$ cat src/rtl/riscvmulti_controller_if.sv
// riscvmulti_controller_if: control bus between the multicycle controller and its datapath/memory
// master: controller side (takes IR fields, flags and MemReady; drives enables and mux selects)
// slave: datapath side (mirror image of master)
interface riscvmulti_controller_if;
  logic [6:0] op;
  logic [2:0] funct3;
  logic       funct7b5;
  logic       Zero;
  logic       Lt;
  logic       Ltu;
  logic       MemReady;
  logic       MemReq;
  logic       MemWrite;
  logic       AdrSrc;
  logic       IRWrite;
  logic       PCWrite;
  logic       RegWrite;
  logic [1:0] ALUSrcA;
  logic [1:0] ALUSrcB;
  logic [1:0] ResultSrc;
  logic [2:0] ImmSrc;
  logic [3:0] ALUControl;
  logic       Retire;
  logic       Trap;
  modport master (
    input  op, funct3, funct7b5, Zero, Lt, Ltu, MemReady,
    output MemReq, MemWrite, AdrSrc, IRWrite, PCWrite, RegWrite,
           ALUSrcA, ALUSrcB, ResultSrc, ImmSrc, ALUControl, Retire, Trap
  );
  modport slave (
    output op, funct3, funct7b5, Zero, Lt, Ltu, MemReady,
    input  MemReq, MemWrite, AdrSrc, IRWrite, PCWrite, RegWrite,
           ALUSrcA, ALUSrcB, ResultSrc, ImmSrc, ALUControl, Retire, Trap
  );
endinterface

$ cat src/rtl/riscvmulti_controller.sv
// riscvmulti_controller: multicycle RV32I control FSM with memory wait, full branch set and illegal-opcode trap
// clk, reset: rising-edge clock, synchronous active-high reset (forces every output to 0 while high)
// bus: master modport of riscvmulti_controller_if (IR fields, ALU flags, MemReady in; enables/selects out)
module riscvmulti_controller #(
  parameter bit MEM_HANDSHAKE = 1'b1,
  parameter bit TRAP_ILLEGAL  = 1'b1
) (
  input logic clk,
  input logic reset,
  riscvmulti_controller_if.master bus
);
  localparam logic [6:0] OP_LOAD  = 7'b0000011;
  localparam logic [6:0] OP_STORE = 7'b0100011;
  localparam logic [6:0] OP_R     = 7'b0110011;
  localparam logic [6:0] OP_I     = 7'b0010011;
  localparam logic [6:0] OP_LUI   = 7'b0110111;
  localparam logic [6:0] OP_AUIPC = 7'b0010111;
  localparam logic [6:0] OP_BR    = 7'b1100011;
  localparam logic [6:0] OP_JAL   = 7'b1101111;
  localparam logic [6:0] OP_JALR  = 7'b1100111;
  localparam logic [6:0] OP_FENCE = 7'b0001111;
  typedef enum logic [3:0] {
    FETCH, DECODE, MEMADR, MEMREAD, MEMWB, MEMWRITE, EXECR, EXECI,
    EXECU, ALUWB, BRANCH, JAL, JALR, JALRPC, TRAP
  } state_t;
  state_t state_q, state_d;
  logic rdy, taken;
  logic mem_req, mem_write, adr_src, ir_write, pc_write, reg_write, retire, trap;
  logic [1:0] a_sel, b_sel, res_sel;
  logic [2:0] imm_sel;
  logic [3:0] alu_ctl;
  function automatic logic [3:0] alu_dec(input logic [2:0] f3, input logic sub, input logic sra);
    case (f3)
      3'b000:  return sub ? 4'b0001 : 4'b0000;
      3'b001:  return 4'b0111;
      3'b010:  return 4'b0101;
      3'b011:  return 4'b0110;
      3'b100:  return 4'b0100;
      3'b101:  return sra ? 4'b1001 : 4'b1000;
      3'b110:  return 4'b0011;
      default: return 4'b0010;
    endcase
  endfunction
  assign rdy = MEM_HANDSHAKE ? bus.MemReady : 1'b1;
  assign taken = (bus.funct3 == 3'b000) ?  bus.Zero :
                 (bus.funct3 == 3'b001) ? !bus.Zero :
                 (bus.funct3 == 3'b100) ?  bus.Lt :
                 (bus.funct3 == 3'b101) ? !bus.Lt :
                 (bus.funct3 == 3'b110) ?  bus.Ltu :
                 (bus.funct3 == 3'b111) ? !bus.Ltu : 1'b0;
  always_ff @(posedge clk)
    state_q <= reset ? FETCH : state_d;
  always_comb begin
    state_d   = state_q;
    mem_req   = 1'b0;
    mem_write = 1'b0;
    adr_src   = 1'b0;
    ir_write  = 1'b0;
    pc_write  = 1'b0;
    reg_write = 1'b0;
    retire    = 1'b0;
    trap      = 1'b0;
    a_sel     = 2'b00;
    b_sel     = 2'b00;
    res_sel   = 2'b00;
    imm_sel   = 3'b000;
    alu_ctl   = 4'b0000;
    case (state_q)
      FETCH: begin
        mem_req  = 1'b1;
        b_sel    = 2'b10;
        res_sel  = 2'b10;
        ir_write = rdy;
        pc_write = rdy;
        state_d  = rdy ? DECODE : FETCH;
      end
      DECODE: begin
        // ALUOut captures the branch/jump target for BRANCH and JAL
        a_sel   = 2'b01;
        b_sel   = 2'b01;
        imm_sel = (bus.op == OP_JAL) ? 3'b011 : 3'b010;
        case (bus.op)
          OP_LOAD, OP_STORE: state_d = MEMADR;
          OP_R:              state_d = EXECR;
          OP_I:              state_d = EXECI;
          OP_LUI, OP_AUIPC:  state_d = EXECU;
          OP_BR:             state_d = BRANCH;
          OP_JAL:            state_d = JAL;
          OP_JALR:           state_d = JALR;
          OP_FENCE: begin
            state_d = FETCH;
            retire  = 1'b1;
          end
          default: begin
            state_d = TRAP_ILLEGAL ? TRAP : FETCH;
            retire  = !TRAP_ILLEGAL;
          end
        endcase
      end
      MEMADR: begin
        a_sel   = 2'b10;
        b_sel   = 2'b01;
        imm_sel = (bus.op == OP_STORE) ? 3'b001 : 3'b000;
        state_d = (bus.op == OP_STORE) ? MEMWRITE : MEMREAD;
      end
      MEMREAD: begin
        mem_req = 1'b1;
        adr_src = 1'b1;
        state_d = rdy ? MEMWB : MEMREAD;
      end
      MEMWB: begin
        res_sel   = 2'b01;
        reg_write = 1'b1;
        retire    = 1'b1;
        state_d   = FETCH;
      end
      MEMWRITE: begin
        mem_req   = 1'b1;
        mem_write = 1'b1;
        adr_src   = 1'b1;
        retire    = rdy;
        state_d   = rdy ? FETCH : MEMWRITE;
      end
      EXECR: begin
        a_sel   = 2'b10;
        alu_ctl = alu_dec(bus.funct3, bus.funct7b5, bus.funct7b5);
        state_d = ALUWB;
      end
      EXECI: begin
        a_sel   = 2'b10;
        b_sel   = 2'b01;
        alu_ctl = alu_dec(bus.funct3, 1'b0, bus.funct7b5);
        state_d = ALUWB;
      end
      EXECU: begin
        imm_sel = 3'b100;
        b_sel   = 2'b01;
        a_sel   = (bus.op == OP_LUI) ? 2'b10 : 2'b01;
        alu_ctl = (bus.op == OP_LUI) ? 4'b1010 : 4'b0000;
        state_d = ALUWB;
      end
      ALUWB: begin
        reg_write = 1'b1;
        retire    = 1'b1;
        state_d   = FETCH;
      end
      BRANCH: begin
        a_sel    = 2'b10;
        alu_ctl  = 4'b0001;
        pc_write = taken;
        retire   = 1'b1;
        state_d  = FETCH;
      end
      JAL: begin
        // PC takes the target in ALUOut while the ALU forms the link value OldPC+4
        imm_sel  = 3'b011;
        a_sel    = 2'b01;
        b_sel    = 2'b10;
        pc_write = 1'b1;
        state_d  = ALUWB;
      end
      JALR: begin
        a_sel   = 2'b10;
        b_sel   = 2'b01;
        state_d = JALRPC;
      end
      JALRPC: begin
        a_sel    = 2'b01;
        b_sel    = 2'b10;
        pc_write = 1'b1;
        state_d  = ALUWB;
      end
      TRAP:    trap = 1'b1;
      default: state_d = FETCH;
    endcase
  end
  assign {bus.MemReq, bus.MemWrite, bus.AdrSrc, bus.IRWrite, bus.PCWrite, bus.RegWrite,
          bus.ALUSrcA, bus.ALUSrcB, bus.ResultSrc, bus.ImmSrc, bus.ALUControl, bus.Retire, bus.Trap} =
    reset ? '0 : {mem_req, mem_write, adr_src, ir_write, pc_write, reg_write,
                  a_sel, b_sel, res_sel, imm_sel, alu_ctl, retire, trap};
endmodule

$ cat src/flat_wrapper.sv
// flat-port wrapper written by rule: the top's interface ports become plain ports
module riscvmulti_controller_flat 
#(
  parameter bit MEM_HANDSHAKE = 1'b1,
  parameter bit TRAP_ILLEGAL  = 1'b1
)
  (clk, reset, bus_op, bus_funct3, bus_funct7b5, bus_Zero, bus_Lt, bus_Ltu, bus_MemReady, bus_MemReq, bus_MemWrite, bus_AdrSrc, bus_IRWrite, bus_PCWrite, bus_RegWrite, bus_ALUSrcA, bus_ALUSrcB, bus_ResultSrc, bus_ImmSrc, bus_ALUControl, bus_Retire, bus_Trap);
  riscvmulti_controller_if bus_i ();
  input logic clk;
  input logic reset;
  input wire logic [$bits(bus_i.op)-1:0] bus_op;
  input wire logic [$bits(bus_i.funct3)-1:0] bus_funct3;
  input wire logic [$bits(bus_i.funct7b5)-1:0] bus_funct7b5;
  input wire logic [$bits(bus_i.Zero)-1:0] bus_Zero;
  input wire logic [$bits(bus_i.Lt)-1:0] bus_Lt;
  input wire logic [$bits(bus_i.Ltu)-1:0] bus_Ltu;
  input wire logic [$bits(bus_i.MemReady)-1:0] bus_MemReady;
  output wire logic [$bits(bus_i.MemReq)-1:0] bus_MemReq;
  output wire logic [$bits(bus_i.MemWrite)-1:0] bus_MemWrite;
  output wire logic [$bits(bus_i.AdrSrc)-1:0] bus_AdrSrc;
  output wire logic [$bits(bus_i.IRWrite)-1:0] bus_IRWrite;
  output wire logic [$bits(bus_i.PCWrite)-1:0] bus_PCWrite;
  output wire logic [$bits(bus_i.RegWrite)-1:0] bus_RegWrite;
  output wire logic [$bits(bus_i.ALUSrcA)-1:0] bus_ALUSrcA;
  output wire logic [$bits(bus_i.ALUSrcB)-1:0] bus_ALUSrcB;
  output wire logic [$bits(bus_i.ResultSrc)-1:0] bus_ResultSrc;
  output wire logic [$bits(bus_i.ImmSrc)-1:0] bus_ImmSrc;
  output wire logic [$bits(bus_i.ALUControl)-1:0] bus_ALUControl;
  output wire logic [$bits(bus_i.Retire)-1:0] bus_Retire;
  output wire logic [$bits(bus_i.Trap)-1:0] bus_Trap;
  assign bus_i.op = bus_op;
  assign bus_i.funct3 = bus_funct3;
  assign bus_i.funct7b5 = bus_funct7b5;
  assign bus_i.Zero = bus_Zero;
  assign bus_i.Lt = bus_Lt;
  assign bus_i.Ltu = bus_Ltu;
  assign bus_i.MemReady = bus_MemReady;
  assign bus_MemReq = bus_i.MemReq;
  assign bus_MemWrite = bus_i.MemWrite;
  assign bus_AdrSrc = bus_i.AdrSrc;
  assign bus_IRWrite = bus_i.IRWrite;
  assign bus_PCWrite = bus_i.PCWrite;
  assign bus_RegWrite = bus_i.RegWrite;
  assign bus_ALUSrcA = bus_i.ALUSrcA;
  assign bus_ALUSrcB = bus_i.ALUSrcB;
  assign bus_ResultSrc = bus_i.ResultSrc;
  assign bus_ImmSrc = bus_i.ImmSrc;
  assign bus_ALUControl = bus_i.ALUControl;
  assign bus_Retire = bus_i.Retire;
  assign bus_Trap = bus_i.Trap;
  riscvmulti_controller #(.MEM_HANDSHAKE(MEM_HANDSHAKE), .TRAP_ILLEGAL(TRAP_ILLEGAL)) u_core (.clk(clk), .reset(reset), .bus(bus_i));
endmodule
$ cat config.mk
export PLATFORM = sky130hd
export DESIGN_NAME = riscvmulti_controller_flat
export DESIGN_NICKNAME = d
export VERILOG_FILES = /design/src/rtl/riscvmulti_controller_if.sv /design/src/rtl/riscvmulti_controller.sv /design/src/flat_wrapper.sv
export SDC_FILE = /design/constraint.sdc
export NUM_CORES = 1
export LEC_CHECK = 0
export CAP_MARGIN = 15
export CORE_ASPECT_RATIO = 0.75
export CORE_UTILIZATION = 48
export DETAILED_ROUTE_END_ITERATION = 8
export HOLD_SLACK_MARGIN = 0.03
export PLACE_DENSITY = 0.95
export SYNTH_ARGS = -nofsm -noshare
export SYNTH_HDL_FRONTEND = slang
export SYNTH_SLANG_ARGS = --single-unit
$ cat constraint.sdc
create_clock -name clk -period 4.8 [get_ports clk]
set_input_delay 1.44 -clock clk [delete_from_list [all_inputs] [get_ports clk]]
set_output_delay 1.44 -clock clk [all_outputs]
set_load 0.005 [all_outputs]
==> run_1/layers.png <==
Scale: 4 px per µm. Only two layers are drawn.
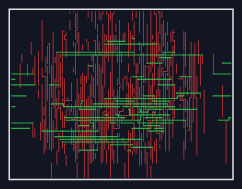
layer	colour	wire length
M2	red	1660 µm
M3	green	422 µm
Routed Wire Length: 3710 µm
gr usage total: 28.7%
Wirelength per Cell: 16.8 µm
via count: 1440

==> run_1/pinout.png <==
Scale: 8 px per µm. Pins as bars across the die edge, other pins in grey.
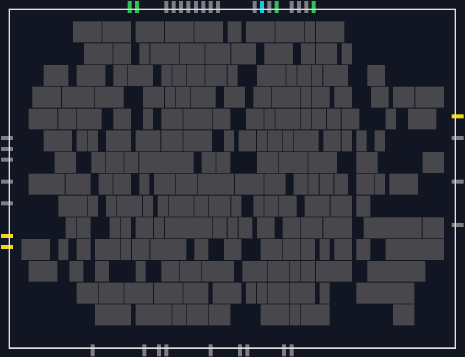
port	colour	pins	direction	edge
bus_ALUControl	green	4	output	top
bus_ImmSrc	yellow	3	output	2 left, 1 right
bus_MemWrite	cyan	1	output	top
I/O Buffers: 37
Die Y: 42.2 µm

==> ci_impl_report.md, run 1 <==
### Flow metrics

| Metric | Value |
|---|---|
| Tool Warnings | 26 |
| Max reg flops | 4 |
| Worst-path cell chain | clkdlybuf4s50_1, and3_4, and3_1, nand4b_1, a21oi_2, clkdlybuf4s50_1 |
| Net count after synthesis | 182 |
| Core Region | 2010 µm² |
| Max Cap Violations | 0 |
| Post-route DRC | 0 |
| Leak pwr | 0.564 nW |
| Pwr Total | 0.561 mW |
| Post-synthesis sequential area ratio | 7.75% |
| Routed vias/inst | 6.52 |
| Worst Hold End | u_core.state_q[2] |
| Worst-Margin Slew | 885 ps |
| Biggest regs | u_core.state_q x4 |
| GP Congestion | 0.900 |
| CP required | 3360 ps |
| CP top delay family | buffers and inverters |
| Cts bufs inserted | 3 |
| CTS tree | done |
| Share of post-route cells with drive strength above 1 | 9.14% |
| Number of enable flip-flop cells | 0 |
| Final Worst Setup Slack | 102 ps |
| Area fraction in mux cells | 1.09% |
| Yosys cell count | 165 |
| Met1 GRT Util | 40.3% |
| Cycle use final | 97.9% |
| Die W | 55.6 µm |
| Antenna-violating nets left | 0 |
| Maximum VDD drop | 0.429 mV |
| Vias in the first global route | 1245 |
| Startpoint types | input port |
| Slew margin rel. | 40.9% |
| Cell Area, Synth | 1030 µm² |
| CTS max path bufs | 2 |
| Hold Path Stages | 2 |
| Clk slew on worst S/H paths | 40 ps |
| Slew Limit Fails | 0 |
| Largest register by flop count | u_core.state_q |
| Initial antenna violation count | 0 |
| Clk ins delay skew pair | 230 ps |
| Yosys warns | 0 |
| Hold buffers post-CTS | 0 |
| Buf/Inv on CP | 2 |
| Crit. End Element | output pin |
| Top logic cells by instance count in the layout | 30 x clkdlybuf4s50_1, 23 x nor2_1, 15 x nand2_1, 14 x a21oi_1 |
| Synth async-reset ratio | 0% |
| Finished Layout Cells | 221 |
| Worst path arrival time | 3260 ps |
| Worst Setup SP | bus_op[0] |
| Largest net degree at the start of global routing | 27 |
| Clock Sinks | 4 |
| GR Layer Usage met2 | 44.3% |
| CTS HTree Levels | 1 |
| Pwr per Cell Area | 386 nW/µm² |
| DP Worst Slack | -27.5 ps |
| Fin Hold WS | 874 ps |
| Crit path max fanout | 4 |
| Synth Flop Type | dfxtp_1 |
| Mapped Cells | 165 |
| DP HPWL | 2570 µm |
| Fp_density | 51.3% |
| Area reported by Yosys stat | 1030 µm² |
| Initial detailed-routing violation count | 157 |
| Layout area overhead | 40.8% |
| Largest stage delay on the critical path | 530 ps |
| CP dominant cell by count | clkdlybuf4s50_1 |
| Crit path capture | bus_ALUControl[1] |
| Post-layout minimum cycle time | 4700 ps |
| Setup Viol. Count Final | 0 |
| Global route overflow | 0 |
| Top logic family | simple AND/OR/NAND/NOR gates |
| RR Startpoint | u_core.state_q[0] |
| Flops after synth | 4 |
| Syn Area/Cell | 6.26 µm² |
| Worst Skew | 3.75 ps |
| Post-Synth AOI/OAI Area | 34.0% |
| HP Class | reg2reg |
| Diodes inserted | 0 |
| Total negative slack | 0 ps |
| Crit path depth | 6 |
| Simple-gate area share of the yosys netlist | 43.1% |
| Final instance area | 1460 µm² |
| DIE AREA | 2340 µm² |
| GR peak layer | met2 |
| Root Buffer | clkbuf_4 |
| R2r worst-path depth | 4 |
| Critical path type | in2out |
| Top logic cell by instance count in the layout | clkdlybuf4s50_1 |
| Met3 GRT Util | 1.85% |
| Fillcell total | 147 |
| R2R Path End | u_core.state_q[2] |
| Final hold vios | 0 |
| Final Util | 72.2% |
| Adder and majority gate portion of the synthesized area | 0% |
| Fmax | 213 MHz |
| DP Area | 1390 µm² |
| Xor/xnor share | 4.24% |
| Synth cell types | 50 |
| Placed Instances | 217 |
| Rows | 14 |
| Detailed Routing Iterations Pass 1 | 5 |
| Worst Hold Launch | u_core.state_q[1] |
| First-pass GRT wire length | 5530 µm |
| Status | finished, final reports clean |
| Slowest cell on the critical path | clkdlybuf4s50_1 |
==> run_1/port_trees.png <==
Scale: 4 px per µm.
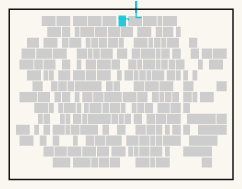
port	colour	bits	direction	end cells	buffers	wire
bus_MemWrite	cyan	1	output	1	1	5.90 µm
io pins: 38

[run 1: layout make-up]
class / count / area [µm²] / share of cell area, %
Tap cell: 24 / 30.0 / 2.06
Clock buffer: 3 / 22.5 / 1.55
Inverter: 6 / 22.5 / 1.55
Timing Repair Buffer: 43 / 429 / 29.5
Multi-Input combinational cell: 141 / 871 / 59.8
Sequential cell: 4 / 80.1 / 5.50
[run 1: per-layer routing]
| layer | wire length [µm] | vias to the layer above |
|---|---|---|
| met3 | 422 | 12 |
| met4 | 83 | 0 |
| li1 | - | 671 |
| met1 | 1540 | 647 |
| met2 | 1660 | 110 |
| met5 | 0 | - |
[run 1: cell usage after synthesis (2+ instances only)]
cell type	number	area, µm²
nor2_1	23	86.3
a21oi_1	16	80.1
nand2_1	15	56.3
buf_2	9	45.0
nand2b_1	7	43.8
o21ai_0	7	35.0
inv_1	5	18.8
nor3_1	5	25.0
dfxtp_1	4	80.1
o31ai_1	4	30.0
or3_1	4	25.0
xnor2_1	4	35.0
a31oi_1	3	18.8
and3_1	3	18.8
clkbuf_1	3	11.3
nand3_1	3	15.0
nand3b_1	3	22.5
nor2b_1	3	18.8
nor4b_1	3	26.3
or2_1	3	18.8
a21boi_0	2	15.0
a22oi_1	2	15.0
and2_1	2	12.5
buf_6	2	22.5
nand4b_1	2	17.5
nor3_2	2	20.0
o21ai_1	2	10.0
o21bai_1	2	15.0
[run 1: where the power goes]
group / switching, mW / total [mW] / internal, mW
Sequential: 0.0828 / 0.129 / 0.0464
Clock: 0.0131 / 0.0410 / 0.0279
Combinational: 0.197 / 0.391 / 0.194
Total: 0.293 / 0.561 / 0.268
[run 1: repair_timing]
action                     CTS  global route
pin swaps                    1             2
setup endpoints to repair    2             5
setup buffers                1             0
resized                      1            11
## Run 2: what changed since run 1
--- a/config.mk
+++ b/config.mk
@@ -7,10 +7,10 @@
 export LEC_CHECK = 0
 export CAP_MARGIN = 15
 export CORE_ASPECT_RATIO = 0.75
-export CORE_UTILIZATION = 48
+export CORE_UTILIZATION = 40
 export DETAILED_ROUTE_END_ITERATION = 8
 export HOLD_SLACK_MARGIN = 0.03
-export PLACE_DENSITY = 0.95
+export PLACE_DENSITY = 0.83
 export SYNTH_ARGS = -nofsm -noshare
 export SYNTH_HDL_FRONTEND = slang
 export SYNTH_SLANG_ARGS = --single-unit
==> run_2/m2.png <==
Scale: 8 px per µm.
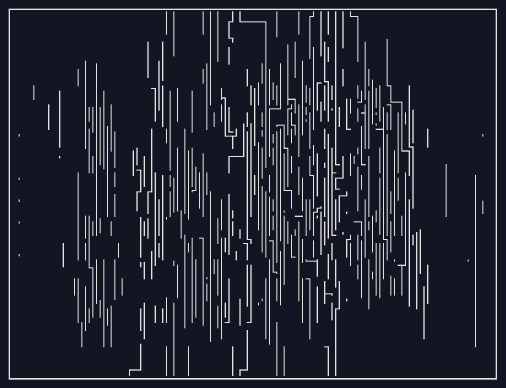
share of all routed wire	44%
wire length on this layer	1500 µm
longest straight run	21.4 µm
Routed Wire Length: 3430 µm
via count: 1401
GR Layer Usage met2: 37.1%

==> run_2/pinout.png <==
Scale: 8 px per µm. Pins as bars across the die edge, other pins in grey.
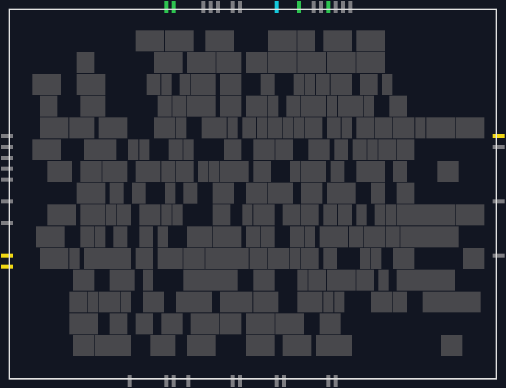
port	colour	pins	direction	edge
bus_ImmSrc	yellow	3	output	2 left, 1 right
bus_ALUControl	green	4	output	top
bus_MemWrite	cyan	1	output	top
Die W: 60.7 µm
Die Y: 46.0 µm

==> ci_impl_report.md, run 2 <==
### Flow metrics

| Metric | Value |
|---|---|
| Adder and majority gate portion of the synthesized area | 0% |
| Yosys warns | 0 |
| Area fraction in mux cells | 1.09% |
| Seq pwr share | 21.2% |
| Initial antenna violation count | 0 |
| Slew margin rel. | 42.8% |
| GP Congestion | 0.903 |
| Top logic cells by instance count in the layout | 32 x clkdlybuf4s50_1, 23 x nor2_1, 16 x a21oi_1, 15 x nand2_1, 11 x buf_4 |
| Synth Flop Type | dfxtp_1 |
| Initial detailed-routing violation count | 79 |
| Number of enable flip-flop cells | 0 |
| Xor/xnor share | 4.24% |
| Largest type area fraction | 8.35% |
| Simple-gate area share of the yosys netlist | 43.1% |
| I/O Buffers | 37 |
| Share of post-route cells with drive strength above 1 | 11.4% |
| Global route overflow | 0 |
| Fillcell total | 228 |
| Clk ins delay skew pair | 230 ps |
| Slew Limit Fails | 0 |
| Clk slew on worst S/H paths | 40 ps |
| Cycle use final | 98.1% |
| Max reg flops | 4 |
| Gr usage total | 25.8% |
| Logic gate share of total power | 71.5% |
| Cts bufs inserted | 3 |
| CTS HTree Levels | 1 |
| Post-layout minimum cycle time | 4710 ps |
| Top logic family | simple AND/OR/NAND/NOR gates |
| Syn Area/Cell | 6.26 µm² |
| Final Worst Setup Slack | 90.4 ps |
| Sw Share | 50.4% |
| Internal | 0.275 mW |
| Cell Area, Synth | 1030 µm² |
| Tool Warnings | 26 |
| Worst path arrival time | 3270 ps |
| Most frequent cells after synthesis | 23 x nor2_1, 16 x a21oi_1, 15 x nand2_1, 9 x buf_2 |
| Crit. End Element | output pin |
| Post-route DRC | 0 |
| Layout area overhead | 45.2% |
| Placed Instances | 233 |
| Portion of total power attributed to the clock network | 7.4% |
| Clock Sinks | 4 |
| Finished Layout Cells | 236 |
| Routed vias/inst | 5.94 |
| CTS max path bufs | 2 |
| Setup Viol. Count Final | 0 |
| Maximum VDD drop | 0.166 mV |
| Pwr per Cell Area | 369 nW/µm² |
| Fin Hold WS | 768 ps |
| Io pins | 38 |
| Cell taking the most area after synthesis | nor2_1 |
| Worst-Margin Slew | 857 ps |
| Status | finished, final reports clean |
| First-pass GRT wire length | 5440 µm |
| Largest register by flop count | u_core.state_q |
| HP Class | reg2reg |
| Rows | 15 |
| Final instance area | 1500 µm² |
| Detailed Routing Iterations Pass 1 | 5 |
| Crit path max fanout | 2 |
| Max Cap Violations | 0 |
| Mapped Cells | 165 |
| DP HPWL | 2590 µm |
==> run_2/port_trees.png <==
Scale: 4 px per µm.
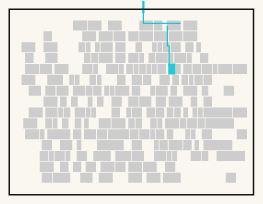
port	colour	bits	direction	end cells	buffers	wire
bus_MemWrite	cyan	1	output	1	1	22.6 µm

run 2: cell counts after synthesis:
No cell type changed its count.
run 2: power groups by stage:
| stage | clock network (mW) | logic (mW) | registers, mW |
|---|---|---|---|
| 2_1_floorplan | 0 | 0.304 | 0.0565 |
| 3_3_place_gp | 0 | 0.380 | 0.111 |
| 3_5_place_dp | 0 | 0.387 | 0.113 |
| 4_1_cts | 0.0435 | 0.389 | 0.113 |
| 5_1_grt | 0.0443 | 0.433 | 0.125 |
| 6_report | 0.0408 | 0.396 | 0.117 |
run 2: critical path, stage by stage:
cell	delay, ps
clkdlybuf4s50_1	480
or4b_1	430
a21oi_1	190
nor2_1	60
a21oi_1	130
clkdlybuf4s50_1	540
run 2: metal layers:
layer,share of wire (%),vias to the layer above,wire length [µm],global-route usage (%)
met5,0,-,0,0
met4,0.55,0,19,6.82
met3,8.7,2,297,1.42
met2,44,66,1500,37.1
met1,47,654,1610,40.5
li1,-,679,-,-
run 2: path summary, 6_finish.rpt:
kind | from | end | depth (start not counted)
hold reg to reg | u_core.state_q[2] | u_core.state_q[3] | 3
setup / recovery | bus_MemReady | bus_PCWrite | 6
setup reg to reg | u_core.state_q[0] | u_core.state_q[2] | 4
hold / removal | u_core.state_q[2] | u_core.state_q[3] | 3
run 2: layout make-up:
cell class	count	area share [%]
Inverter	6	1.50
Tap cell	34	2.84
Sequential cell	4	5.34
Clock buffer	3	1.50
Multi-Input combinational cell	141	58.3
Timing Repair Buffer	48	30.5
run 2: timing repair:
item | CTS | global route
pin swaps | 1 | 2
endpoints found under the setup margin | 1 | 4
resized | 3 | 7
hold buffers | 0 | 0
run 2: per-stage QoR:
step	power [mW]	utilization, %
after global routing	0.602	63.4
after global placement	0.491	61.3
after detailed placement	0.500	61.3
after floorplan	0.360	-
final	0.554	63.4
after CTS	0.546	62.4
Power is estimated from default activity; no workload was simulated.
